### config.mk
export PLATFORM = sky130hd
export DESIGN_NAME = famicom_pad_scanner
export DESIGN_NICKNAME = d
export VERILOG_FILES = /design/src/rtl/famicom_pad_scanner.sv
export SDC_FILE = /design/constraint.sdc
export NUM_CORES = 1
export LEC_CHECK = 0
export CORE_UTILIZATION = 40
export CTS_BUF_LIST = sky130_fd_sc_hd__clkbuf_16
export DETAILED_ROUTE_END_ITERATION = 7
export RECOVER_POWER = 25
export SLEW_MARGIN = 20
export SYNTH_ARGS = -nofsm -noshare
export SYNTH_HDL_FRONTEND = slang
export SYNTH_SLANG_ARGS = --single-unit
export TNS_END_PERCENT = 100
### constraint.sdc
create_clock -name clk -period 6 [get_ports clk]
set_input_delay 1.2 -clock clk [delete_from_list [all_inputs] [get_ports clk]]
set_output_delay 1.2 -clock clk [all_outputs]
set_load 0.05 [all_outputs]
### src/rtl/famicom_pad_scanner.sv
// famicom_pad_scanner: serially polls up to CHANNELS Famicom/SNES pads that
// share one latch and one pulse line, each with its own data line.
// Ports:
//   clk, reset_n            clock, asynchronous active-low reset
//   auto_mode               1 = poll every POLL_TICKS ticks, 0 = poll on request
//   poll_req                single-cycle poll request (manual mode)
//   pad_data[CHANNELS]      active-low serial data from each pad (asynchronous)
//   pad_latch, pad_pulse    shared latch and clock lines to the pads
//   buttons[CHANNELS*BITS]  channel c at [c*BITS +: BITS], bit 0 first shifted, 1 = pressed
//   buttons_valid           one-cycle strobe when buttons updates
//   busy                    poll in progress
//   present[CHANNELS]       last poll saw at least one pressed (low) bit on channel
module famicom_pad_scanner #(
  parameter int unsigned CHANNELS   = 2,
  parameter int unsigned BITS       = 8,
  parameter int unsigned CLK_DIV    = 300,
  parameter int unsigned POLL_TICKS = 1000
) (
  input  logic                     clk,
  input  logic                     reset_n,
  input  logic                     auto_mode,
  input  logic                     poll_req,
  input  logic [CHANNELS-1:0]      pad_data,
  output logic                     pad_latch,
  output logic                     pad_pulse,
  output logic [CHANNELS*BITS-1:0] buttons,
  output logic                     buttons_valid,
  output logic                     busy,
  output logic [CHANNELS-1:0]      present
);

  localparam int unsigned DIV_W = (CLK_DIV > 1) ? $clog2(CLK_DIV) : 1;
  localparam int unsigned BIT_W = (BITS > 1) ? $clog2(BITS) : 1;
  localparam int unsigned IVL_W = (POLL_TICKS > 1) ? $clog2(POLL_TICKS) : 1;

  localparam logic [DIV_W-1:0] DIV_LAST = DIV_W'(CLK_DIV - 1);
  localparam logic [BIT_W-1:0] BIT_LAST = BIT_W'(BITS - 1);
  localparam logic [IVL_W-1:0] IVL_LAST = IVL_W'(POLL_TICKS - 1);

  typedef enum logic [2:0] {
    S_IDLE  = 3'd0,
    S_LATCH = 3'd1,
    S_LOW   = 3'd2,
    S_HIGH  = 3'd3,
    S_DONE  = 3'd4
  } state_t;

  state_t                    r_state;
  logic [DIV_W-1:0]          r_div;
  logic [IVL_W-1:0]          r_ivl;
  logic [BIT_W-1:0]          r_bit;
  logic                      r_lat_ph;
  logic                      r_pending;
  logic [CHANNELS-1:0]       r_sync1;
  logic [CHANNELS-1:0]       r_sync2;
  logic [CHANNELS*BITS-1:0]  r_shift;

  logic                      w_tick;
  logic                      w_ivl_wrap;
  logic                      w_start;
  logic [CHANNELS*BITS-1:0]  w_shift_nxt;
  logic [CHANNELS-1:0]       w_any;

  assign w_tick     = (r_div == DIV_LAST);
  assign w_ivl_wrap = w_tick && (r_ivl == IVL_LAST);
  assign w_start    = (r_state == S_IDLE) &&
                      (auto_mode ? w_ivl_wrap : (poll_req || r_pending));

  // Per channel: shift the inverted sample in at the top so that after BITS
  // samples the first bit read sits at bit 0.
  for (genvar c = 0; c < CHANNELS; c++) begin : g_ch
    assign w_shift_nxt[c*BITS +: BITS] = {~r_sync2[c], r_shift[c*BITS+1 +: BITS-1]};
    assign w_any[c]                    = |r_shift[c*BITS +: BITS];
  end

  // Synchroniser, tick divider, poll-interval counter and pending request.
  always_ff @(posedge clk or negedge reset_n) begin
    if (!reset_n) begin
      r_sync1   <= '0;
      r_sync2   <= '0;
      r_div     <= '0;
      r_ivl     <= '0;
      r_pending <= 1'b0;
    end else begin
      r_sync1 <= pad_data;
      r_sync2 <= r_sync1;

      // Restart on poll start so the first tick lands exactly CLK_DIV cycles later.
      if (w_start || w_tick) r_div <= '0;
      else                   r_div <= r_div + DIV_W'(1);

      // Interval counter runs on every tick, polling or not.
      if (w_tick) r_ivl <= (r_ivl == IVL_LAST) ? '0 : r_ivl + IVL_W'(1);

      // Requests arriving outside IDLE collapse into one deferred poll.
      if (auto_mode)                             r_pending <= 1'b0;
      else if (w_start)                          r_pending <= 1'b0;
      else if (poll_req && (r_state != S_IDLE))  r_pending <= 1'b1;
    end
  end

  // Poll sequencer with registered pad and status outputs.
  always_ff @(posedge clk or negedge reset_n) begin
    if (!reset_n) begin
      r_state       <= S_IDLE;
      r_bit         <= '0;
      r_lat_ph      <= 1'b0;
      r_shift       <= '0;
      pad_latch     <= 1'b0;
      pad_pulse     <= 1'b0;
      busy          <= 1'b0;
      buttons       <= '0;
      buttons_valid <= 1'b0;
      present       <= '0;
    end else begin
      buttons_valid <= 1'b0;
      case (r_state)
        S_IDLE: begin
          if (w_start) begin
            r_state   <= S_LATCH;
            pad_latch <= 1'b1;
            busy      <= 1'b1;
            r_lat_ph  <= 1'b0;
            r_bit     <= '0;
          end
        end
        S_LATCH: begin
          // Latch is held for two full tick periods.
          if (w_tick) begin
            if (r_lat_ph) begin
              r_state   <= S_LOW;
              pad_latch <= 1'b0;
            end else begin
              r_lat_ph  <= 1'b1;
            end
          end
        end
        S_LOW: begin
          if (w_tick) begin
            r_shift <= w_shift_nxt;
            if (r_bit == BIT_LAST) begin
              // busy spans exactly the 2*BITS+1 tick periods of the poll.
              r_state <= S_DONE;
              busy    <= 1'b0;
            end else begin
              r_state   <= S_HIGH;
              pad_pulse <= 1'b1;
            end
          end
        end
        S_HIGH: begin
          if (w_tick) begin
            r_state   <= S_LOW;
            pad_pulse <= 1'b0;
            r_bit     <= r_bit + BIT_W'(1);
          end
        end
        S_DONE: begin
          r_state       <= S_IDLE;
          buttons       <= r_shift;
          present       <= w_any;
          buttons_valid <= 1'b1;
        end
        default: r_state <= S_IDLE;
      endcase
    end
  end

endmodule

Figure 1. Clock distribution (run 1).
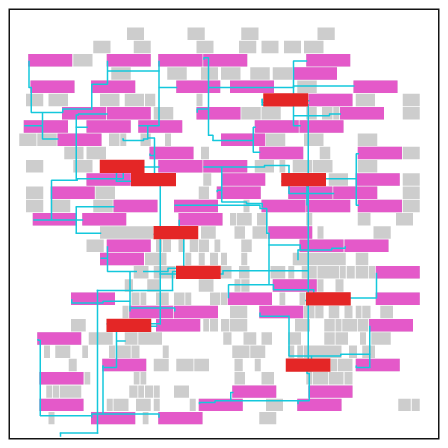
[clock wires] cyan | length: 885 um
[flip-flops] magenta | count: 69
[clock drivers] red | count: 9
routed clock nets: 10
Clk power: 0.000557 W
Final Skew: 0.00590 ns
worst skew pair latency: 0.33 ns
Clk pwr share: 0.534

Figure 2. Floorplan with the power grid (run 1).
Pins as bars on the die edge. Tap cells in grey.
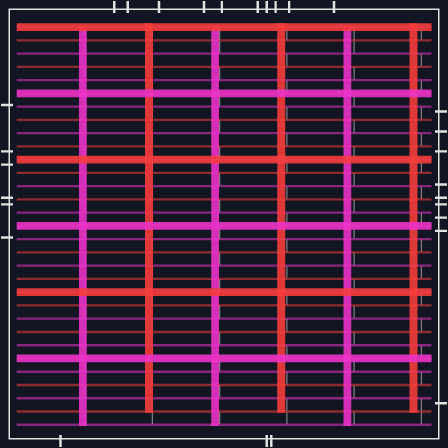
[VDD] red
[VSS] magenta
met4 straps: 6
rows: 30
met5 straps: 6
met1 rails: 31
signal pins: 28
die x size: 87.8 um
die y size: 87.8 um

Figure 3. Cells coloured by class (run 1).
The bar under the picture is 20 um long.
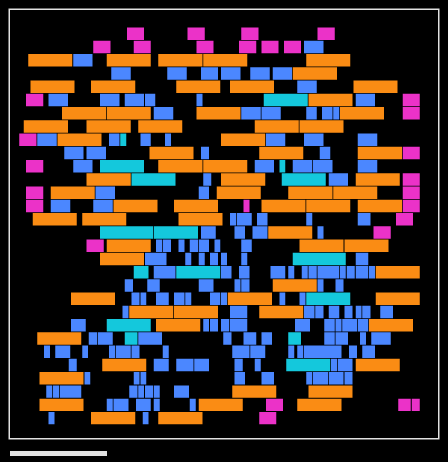
[combinational and other logic] blue | cells: 169 | share of their area: 34%
[clock drivers and dummy loads] cyan | cells: 16 | share of their area: 9.0%
[sequential cells] orange | cells: 69 | share of their area: 49%
[remaining buffers and delay cells] magenta | cells: 29 | share of their area: 7.9%
Final Util: 0.522
sequential share of cell area: 0.476

-- run 1: power groups by stage --
stage	sequential [W]	clock, W	combinational [W]
after floorplan	0.000478	0	0.00000210
after global placement	0.000477	0	0.0000178
after detailed placement	0.000477	0	0.0000179
after CTS	0.000469	0.000568	0.0000179
after global routing	0.000469	0.000594	0.0000194
final	0.000469	0.000557	0.0000165
-- run 1: metal layers --
metal / vias to the layer above / wire, um / GRT usage
met4: 0 / 125 / 0.0760
met3: 13 / 254 / 0.0405
met2: 45 / 2270 / 0.231
li1: 952 / - / -
met5: - / 0 / 0
met1: 934 / 2660 / 0.219
==> job_summary.md, run 1 <==
## PnR job results

| Metric | Value |
|---|---|
| Logic share of the area | `0.317` |
| Worst Hold Launch | `r_sync1[0]$_DFF_PN0_` |
| Mi-comb count | `159` |
| First-pass DRT Iterations | `4` |
| Worst path slowest cell | `clkdlybuf4s50_1` |
| Status | `completed` |
| Final Hold Vio Count | `0` |
| Routed vias | `1944` |
| Relative slew slack | `0.260` |
| Routability Congestion | `0.809` |
| Cycle use final | `0.449` |
| Fmax achieved | `371 MHz` |
| Root buffer cell | `clkbuf_16` |
| Top FF cell, synth | `dfrtp_1` |
| Dominant comb cell | `simple AND/OR/NAND/NOR gates` |
| Placed cell areas | `0.00331 mm^2` |
| FF-to-FF End | `r_shift[9]$_DFFE_PN0P_` |
| Number of enable flip-flop cells | `0` |
| Setup TNS | `0 ns` |
| Avg Vias per Cell | `5.13` |
| Internal Pwr Total | `0.000833 W` |
| Inverters | `10` |
| CTS Buf Count | `9` |
| OpenROAD warnings | `26` |
| Flop2flop setup slack | `3.48 ns` |
| Ys Warns | `0` |
| Initial antenna violation count | `0` |
| Combinational share of power | `0.016` |
| Clock period minus worst slack | `2.70 ns` |
| Final ANT Viol Nets | `0` |
| Simple Share, Synth | `0.145` |
| Fill count | `634` |
| Finished Layout Cells | `379` |
| Fin nets | `288` |
| Final sequential cell count | `69` |
| CORE AREA | `0.00694 mm^2` |
| Syn Inst Count | `244` |
| Register area | `0.00173 mm^2` |
| I/O Pins | `28` |
| GRT Total Usage | `0.158` |
| Area fraction in mux cells | `0.121` |
| CP Launch Type | `flop` |
| Initial Util | `0.424` |
| Clk_buf instances | `9` |
| Arrival time worst endpoint | `1.50 ns` |
| Most numerous logic cell after layout | `dfrtp_1` |
| Worst R2R Start | `r_div[2]$_DFF_PN0_` |
| Max Slew Vio Count | `0` |
| Leakage power | `1.62 nW` |
| RSZ-0062 raised after global routing | `false` |
| Signal buf overhead | `0.0763` |
| Critical path class | `reg2out` |
| Register share after synthesis | `0.586` |
| 1st-iter DRT viols | `119` |
| Comb gate area | `0.00115 mm^2` |
| Finish-stage setup viols | `0` |
| Largest net degree at the start of global routing | `70` |
| Area leader, netlist | `dfrtp_1` |
| CTS Hold Buffers Added | `0` |
| Cell family with most CP delay | `buffers and inverters` |
| Largest regs | `buttons x16, r_shift x16, r_ivl x10` |
| Slew @ Worst Pin | `1.11 ns` |
| DR DRC count | `0` |
| First-pass GRT wire length | `9.21 mm` |
| Post-cts sizing count | `0` |
| Max-Cap Viols | `0` |
| # Cells Yosys | `244` |
| Maximum level of the CTS H-tree | `3` |
| Synth flops | `69` |
| Fin area | `0.00362 mm^2` |
| Critical path's largest stage delay | `0.81 ns` |
| XOR/XNOR Fraction of Synth Area | `0.0327` |
| Area growth syn-to-layout | `23.0%` |
Figure 4. Where the registers sit (run 1).
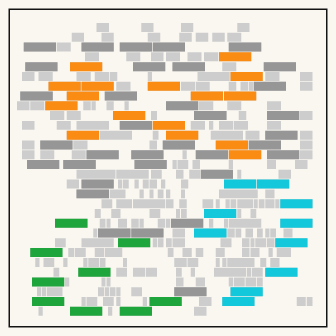

## Run 2: what changed since run 1
clock period = 2.7 ns   (was 6 ns; I/O delays follow)
Figure 5. Where the registers sit (run 2).
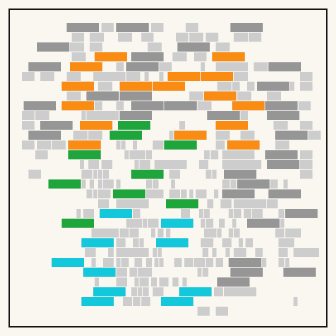
[`r_div`] green | sequential cells: 9
[`r_ivl`] cyan | sequential cells: 10
[`r_shift`] orange | sequential cells: 16
not coloured: 34
seq pwr: 0.00104 W
register area: 0.00173 mm^2
sequential share of cell area: 0.476
Final Util: 0.523

Figure 6. Floorplan with the power grid (run 2).
Pins as bars on the die edge. Tap cells in grey.
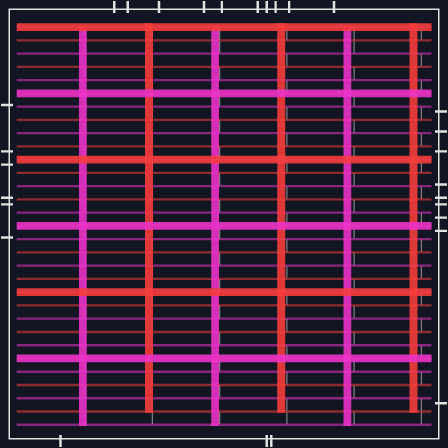
[VSS] magenta
[VDD] red
met5 straps: 6
tap cells: 96
met1 rails: 31
met4 straps: 6
CORE AREA: 0.00694 mm^2
worst-case vdd ir drop: 0.342 mV

==> run 2 against run 1 <==
Against the previous run:
- synthesized cell count unchanged
- final cell count increased by 0.53%
- power grew 110%
- via count is 2.1% higher
- first-iteration DRC count is 34% lower
- area after synthesis did not move
- critical path depth up 4
- sequential share of layout area is 0.066 points lower
- flip-flop count unchanged
- critical endpoint is now r_bit[0]$_DFFE_PN0P_
==> job_summary.md, run 2 <==
## PnR job results

| Metric | Value |
|---|---|
| Status | `completed (unchanged)` |
| Most numerous logic cells after layout | `dfrtp_1, mux2_2, nor2_1, clkdlybuf4s50_1, nand2_1 (unchanged)` |
| Signal buf overhead | `0.0845 (was 0.0763)` |
| Critical path class | `reg2reg (was reg2out)` |
| Max Slew Vio Count | `0 (unchanged)` |
| DR WL/cell | `14.5 um (was 14.0 um)` |
| Final Hold Vio Count | `0 (unchanged)` |
| Dominant comb cell | `simple AND/OR/NAND/NOR gates (unchanged)` |
| Worst skew pair latency | `0.33 ns (about the same)` |
| Largest net degree at the start of global routing | `50 (was 70)` |
| Simple Share, Synth | `0.145 (unchanged)` |
| Slew @ Worst Pin | `1.25 ns (was 1.11 ns)` |
| Max-Cap Viols | `0 (unchanged)` |
| Inverters | `10 (unchanged)` |
| Most numerous logic cell after layout | `dfrtp_1 (unchanged)` |
| XOR/XNOR Fraction of Synth Area | `0.0327 (unchanged)` |
| Fin area | `0.00363 mm^2 (was 0.00362 mm^2)` |
| Routed vias | `1985 (was 1944)` |
| Clk pin slew, worst setup/hold paths | `0.06 ns (about the same)` |
| Leakage power | `1.63 nW (was 1.62 nW)` |
| Post-cts sizing count | `0 (unchanged)` |
| Register share after synthesis | `0.586 (unchanged)` |
| FF-to-FF End | `r_bit[0]$_DFFE_PN0P_ (was r_shift[9]$_DFFE_PN0P_)` |
| Synth flops | `69 (unchanged)` |
| Die x size | `87.8 um (unchanged)` |
| Number of enable flip-flop cells | `0 (unchanged)` |
| Mi-comb count | `159 (unchanged)` |
| Cycle use final | `0.820` |
| Largest cell class | `flip-flops and latches (unchanged)` |
| CTS Buf Count | `9 (unchanged)` |
| Area leader, netlist | `dfrtp_1 (unchanged)` |
| # Cells Yosys | `244 (unchanged)` |
| Initial antenna violation count | `0 (unchanged)` |
| Avg Vias per Cell | `5.21 (was 5.13)` |
| Comb gate area | `0.00115 mm^2 (unchanged)` |
| Finish-stage setup viols | `0 (unchanged)` |
| Worst R2R Start | `r_div[0]$_DFF_PN0_ (was r_div[2]$_DFF_PN0_)` |
| Clk_buf instances | `9 (unchanged)` |
| I/O Pins | `28 (unchanged)` |
| Largest regs | `buttons x16, r_shift x16, r_ivl x10 (unchanged)` |
| Setup TNS | `0 ns (unchanged)` |
| Final sequential cell count | `69 (unchanged)` |
| Fill count | `630 (was 634)` |
| Final ANT Viol Nets | `0 (unchanged)` |
| Area fraction in mux cells | `0.121 (unchanged)` |
| Fmax achieved | `452 MHz` |
| Top FF cell, synth | `dfrtp_1 (unchanged)` |
| 1st-iter DRT viols | `78 (was 119)` |
| DR DRC count | `0 (unchanged)` |
| Relative slew slack | `0.166 (was 0.260)` |
| Area growth syn-to-layout | `23.2% (was 23.0%)` |
| Placed cell areas | `0.00334 mm^2 (was 0.00331 mm^2)` |
| Flop2flop setup slack | `0.49 ns (was 3.48 ns)` |
| Arrival time worst endpoint | `2.46 ns (was 1.50 ns)` |
| Syn Inst Count | `244 (unchanged)` |
| Root buffer cell | `clkbuf_16 (unchanged)` |
| OpenROAD warnings | `26 (unchanged)` |
| Fin nets | `290 (was 288)` |
| Initial Util | `0.424 (unchanged)` |
| Final Skew | `0.00636 ns (was 0.00590 ns)` |
| Ys Warns | `0 (unchanged)` |
| Routability Congestion | `0.787 (was 0.809)` |
| Worst Hold Launch | `r_sync1[1]$_DFF_PN0_ (was r_sync1[0]$_DFF_PN0_)` |
| GRT Total Usage | `0.169 (was 0.158)` |
| Clock period minus worst slack | `2.21 ns` |
| CP Launch Type | `flop (unchanged)` |
| Die y size | `87.8 um (unchanged)` |
| Maximum level of the CTS H-tree | `3 (unchanged)` |
## run 2: routing by layer
metal / track usage / part of all wire / vias up / routed length (um)
li1: - / - / 957 / -
met1: 0.250 / 0.52 / 969 / 2880
met2: 0.230 / 0.43 / 49 / 2370
met3: 0.0283 / 0.033 / 10 / 181
met4: 0.0999 / 0.019 / 0 / 107
met5: 0 / 0 / - / 0
## run 2: critical path, stage by stage (launching register included)
cell	delay, ns
dfrtp_1	0.39
ha_1	0.27
nand4b_1	0.39
nor4_1	0.82
nor2_1	0.09
a31oi_1	0.18
## run 2: where the power goes
group	internal, W	switching (W)	total [W]
Clock	0.000709	0.000429	0.00114
Sequential	0.00104	0.00000163	0.00104
Combinational	0.0000119	0.0000285	0.0000404
Total	0.00176	0.000459	0.00222
Figure 7. Track usage over the die (run 2).
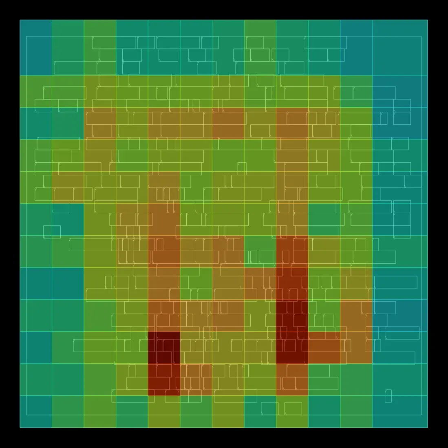

## Run 3: what changed since run 2
clock period = 1.95 ns   (was 2.7 ns; I/O delays follow)
Figure 8. Track usage over the die (run 3).
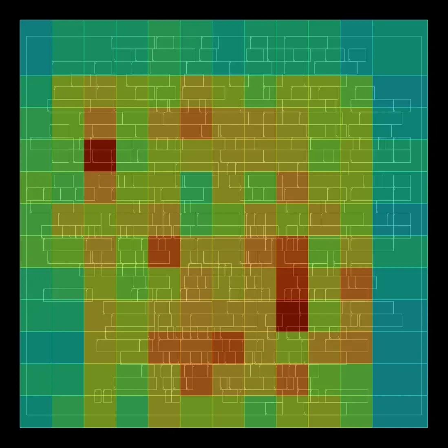
Final Util: 0.554
met3 Use GR: 0.0547
routing usage on met1: 0.250

Figure 9. Cells coloured by class (run 3).
The bar under the picture is 20 um long.
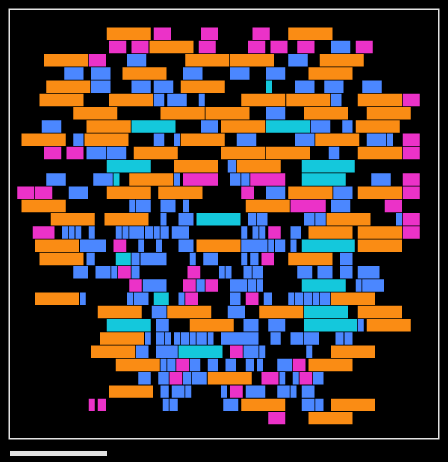
[remaining buffers and delay cells] magenta | cells: 48 | share of their area: 12%
[sequential cells] orange | cells: 69 | share of their area: 46%
[combinational and other logic] blue | cells: 169 | share of their area: 32%
[clock drivers and dummy loads] cyan | cells: 16 | share of their area: 9.1%
# rows: 30
sequential share of cell area: 0.449
fin area: 0.00385 mm^2

==> run 3 against run 2 <==
Against the previous run:
- wire length is 3.0% higher
- maximum frequency is 15% higher
- flip-flop count stayed put
- highest routed layer unchanged
==> job_summary.md, run 3 <==
## PnR job results

| Metric | Value |
|---|---|
| Area leader, netlist | `dfrtp_1 (unchanged)` |
| Clk pin slew, worst setup/hold paths | `0.05 ns (was 0.06 ns)` |
| Area fraction in mux cells | `0.121 (unchanged)` |
| Status | `completed (unchanged)` |
| GRT Total Usage | `0.175 (was 0.169)` |
| DR WL/cell | `14.3 um (was 14.5 um)` |
| 1st-iter DRT viols | `96 (was 78)` |
| Arrival time worst endpoint | `2.13 ns (was 2.46 ns)` |
| Worst R2R Start | `r_div[2]$_DFF_PN0_ (was r_div[0]$_DFF_PN0_)` |
| Maximum level of the CTS H-tree | `3 (unchanged)` |
| Synth flops | `69 (unchanged)` |
| CP cell instances | `or4b_4 > buf_4 > nor4_1 > xnor2_1 > nor2_1 (was ha_1 > nand4b_1 > nor4_1 > nor2_1 > a31oi_1)` |
| Max-Cap Viols | `0 (unchanged)` |
| Routability Congestion | `0.831 (was 0.787)` |
| Post-cts sizing count | `0 (unchanged)` |
| CP Depth | `5 (unchanged)` |
| Final Hold Vio Count | `0 (unchanged)` |
| RSZ-0062 raised after global routing | `true (was false)` |
| Worst path slowest cell | `or4b_4 (was nor4_1)` |
| Register area | `0.00173 mm^2 (unchanged)` |
| Setup TNS | `0 ns (unchanged)` |
| Fill count | `592 (was 630)` |
| Dominant comb cell | `simple AND/OR/NAND/NOR gates (unchanged)` |
| Slew @ Worst Pin | `1.12 ns (was 1.25 ns)` |
| GR Layer Usage met2 | `0.249 (was 0.230)` |
| Top FF cell, synth | `dfrtp_1 (unchanged)` |
| Internal Pwr Total | `0.00270 W (was 0.00176 W)` |
| CTS Hold Buffers Added | `0 (unchanged)` |
| Flop2flop setup slack | `0.02 ns (was 0.49 ns)` |
| Routed vias | `2031 (was 1985)` |
| Largest regs | `buttons x16, r_shift x16, r_ivl x10 (unchanged)` |
| Critical path class | `reg2reg (unchanged)` |
| Clk pwr share | `0.551 (was 0.513)` |
| Fmax achieved | `518 MHz (was 452 MHz)` |
| Area growth syn-to-layout | `30.5% (was 23.2%)` |
| Finish-stage setup viols | `0 (unchanged)` |
| DR DRC count | `0 (unchanged)` |
| Root buffer cell | `clkbuf_16 (unchanged)` |
| CORE AREA | `0.00694 mm^2 (unchanged)` |
| Fin nets | `307 (was 290)` |
| Final Skew | `0.00499 ns (was 0.00636 ns)` |
| CP Buf/Inv Count | `1 (was 0)` |
| Ys Warns | `0 (unchanged)` |
| Max Slew Vio Count | `0 (unchanged)` |
| Clk power | `0.00184 W (was 0.00114 W)` |
| Most used routing layer | `met1 (unchanged)` |
| Comb gate area | `0.00116 mm^2 (was 0.00115 mm^2)` |
| Largest net degree at the start of global routing | `31 (was 50)` |
| FF-to-FF End | `r_ivl[6]$_DFFE_PN0N_ (was r_bit[0]$_DFFE_PN0P_)` |
| Number of enable flip-flop cells | `0 (unchanged)` |
| Leakage power | `1.76 nW (was 1.63 nW)` |
| Cycle use final | `0.991 (was 0.820)` |
| Finished Layout Cells | `398 (was 381)` |
| Seq pwr | `0.00144 W (was 0.00104 W)` |
| Worst skew pair latency | `0.32 ns (was 0.33 ns)` |
| Final ANT Viol Nets | `0 (unchanged)` |
| Placed cell areas | `0.00349 mm^2 (was 0.00334 mm^2)` |
| Combinational share of power | `0.017 (was 0.018)` |
| OpenROAD warnings | `27 (was 26)` |
| CP Launch Type | `flop (unchanged)` |
| Sw Share | `0.190 (was 0.207)` |
| First-pass DRT Iterations | `4 (unchanged)` |
| Most numerous logic cells after layout | `dfrtp_1, mux2_2, nor2_1 (was dfrtp_1, mux2_2, nor2_1, clkdlybuf4s50_1, nand2_1)` |
| Critical path's largest stage delay | `0.58 ns (was 0.82 ns)` |
-- run 3: area by class of cell --
class	count	share of cell area
Sequential cell	69	0.449
Multi-Input combinational cell	159	0.302
Timing Repair Buffer	48	0.119
Clock buffer	9	0.0586
Tap cell	96	0.0312
Clock inverter	7	0.0299
Inverter	10	0.00976
-- run 3: kinds of logic after synthesis --
| kind of cell | after synthesis |
|---|---|
| simple gates | 79 |
| buf+inv | 16 |
| fa+ha+maj | 4 |
| xor+xnor | 11 |
| flops | 69 |
| compound gates | 33 |
| mux | 32 |
-- run 3: metal layers --
metal | up-vias | part of all wire
met2 | 48 | 0.45
met3 | 9 | 0.045
met4 | 0 | 0.014
met5 | - | 0
met1 | 988 | 0.49
li1 | 986 | -
No activity file was given, so power comes from the tool's default toggle rates.
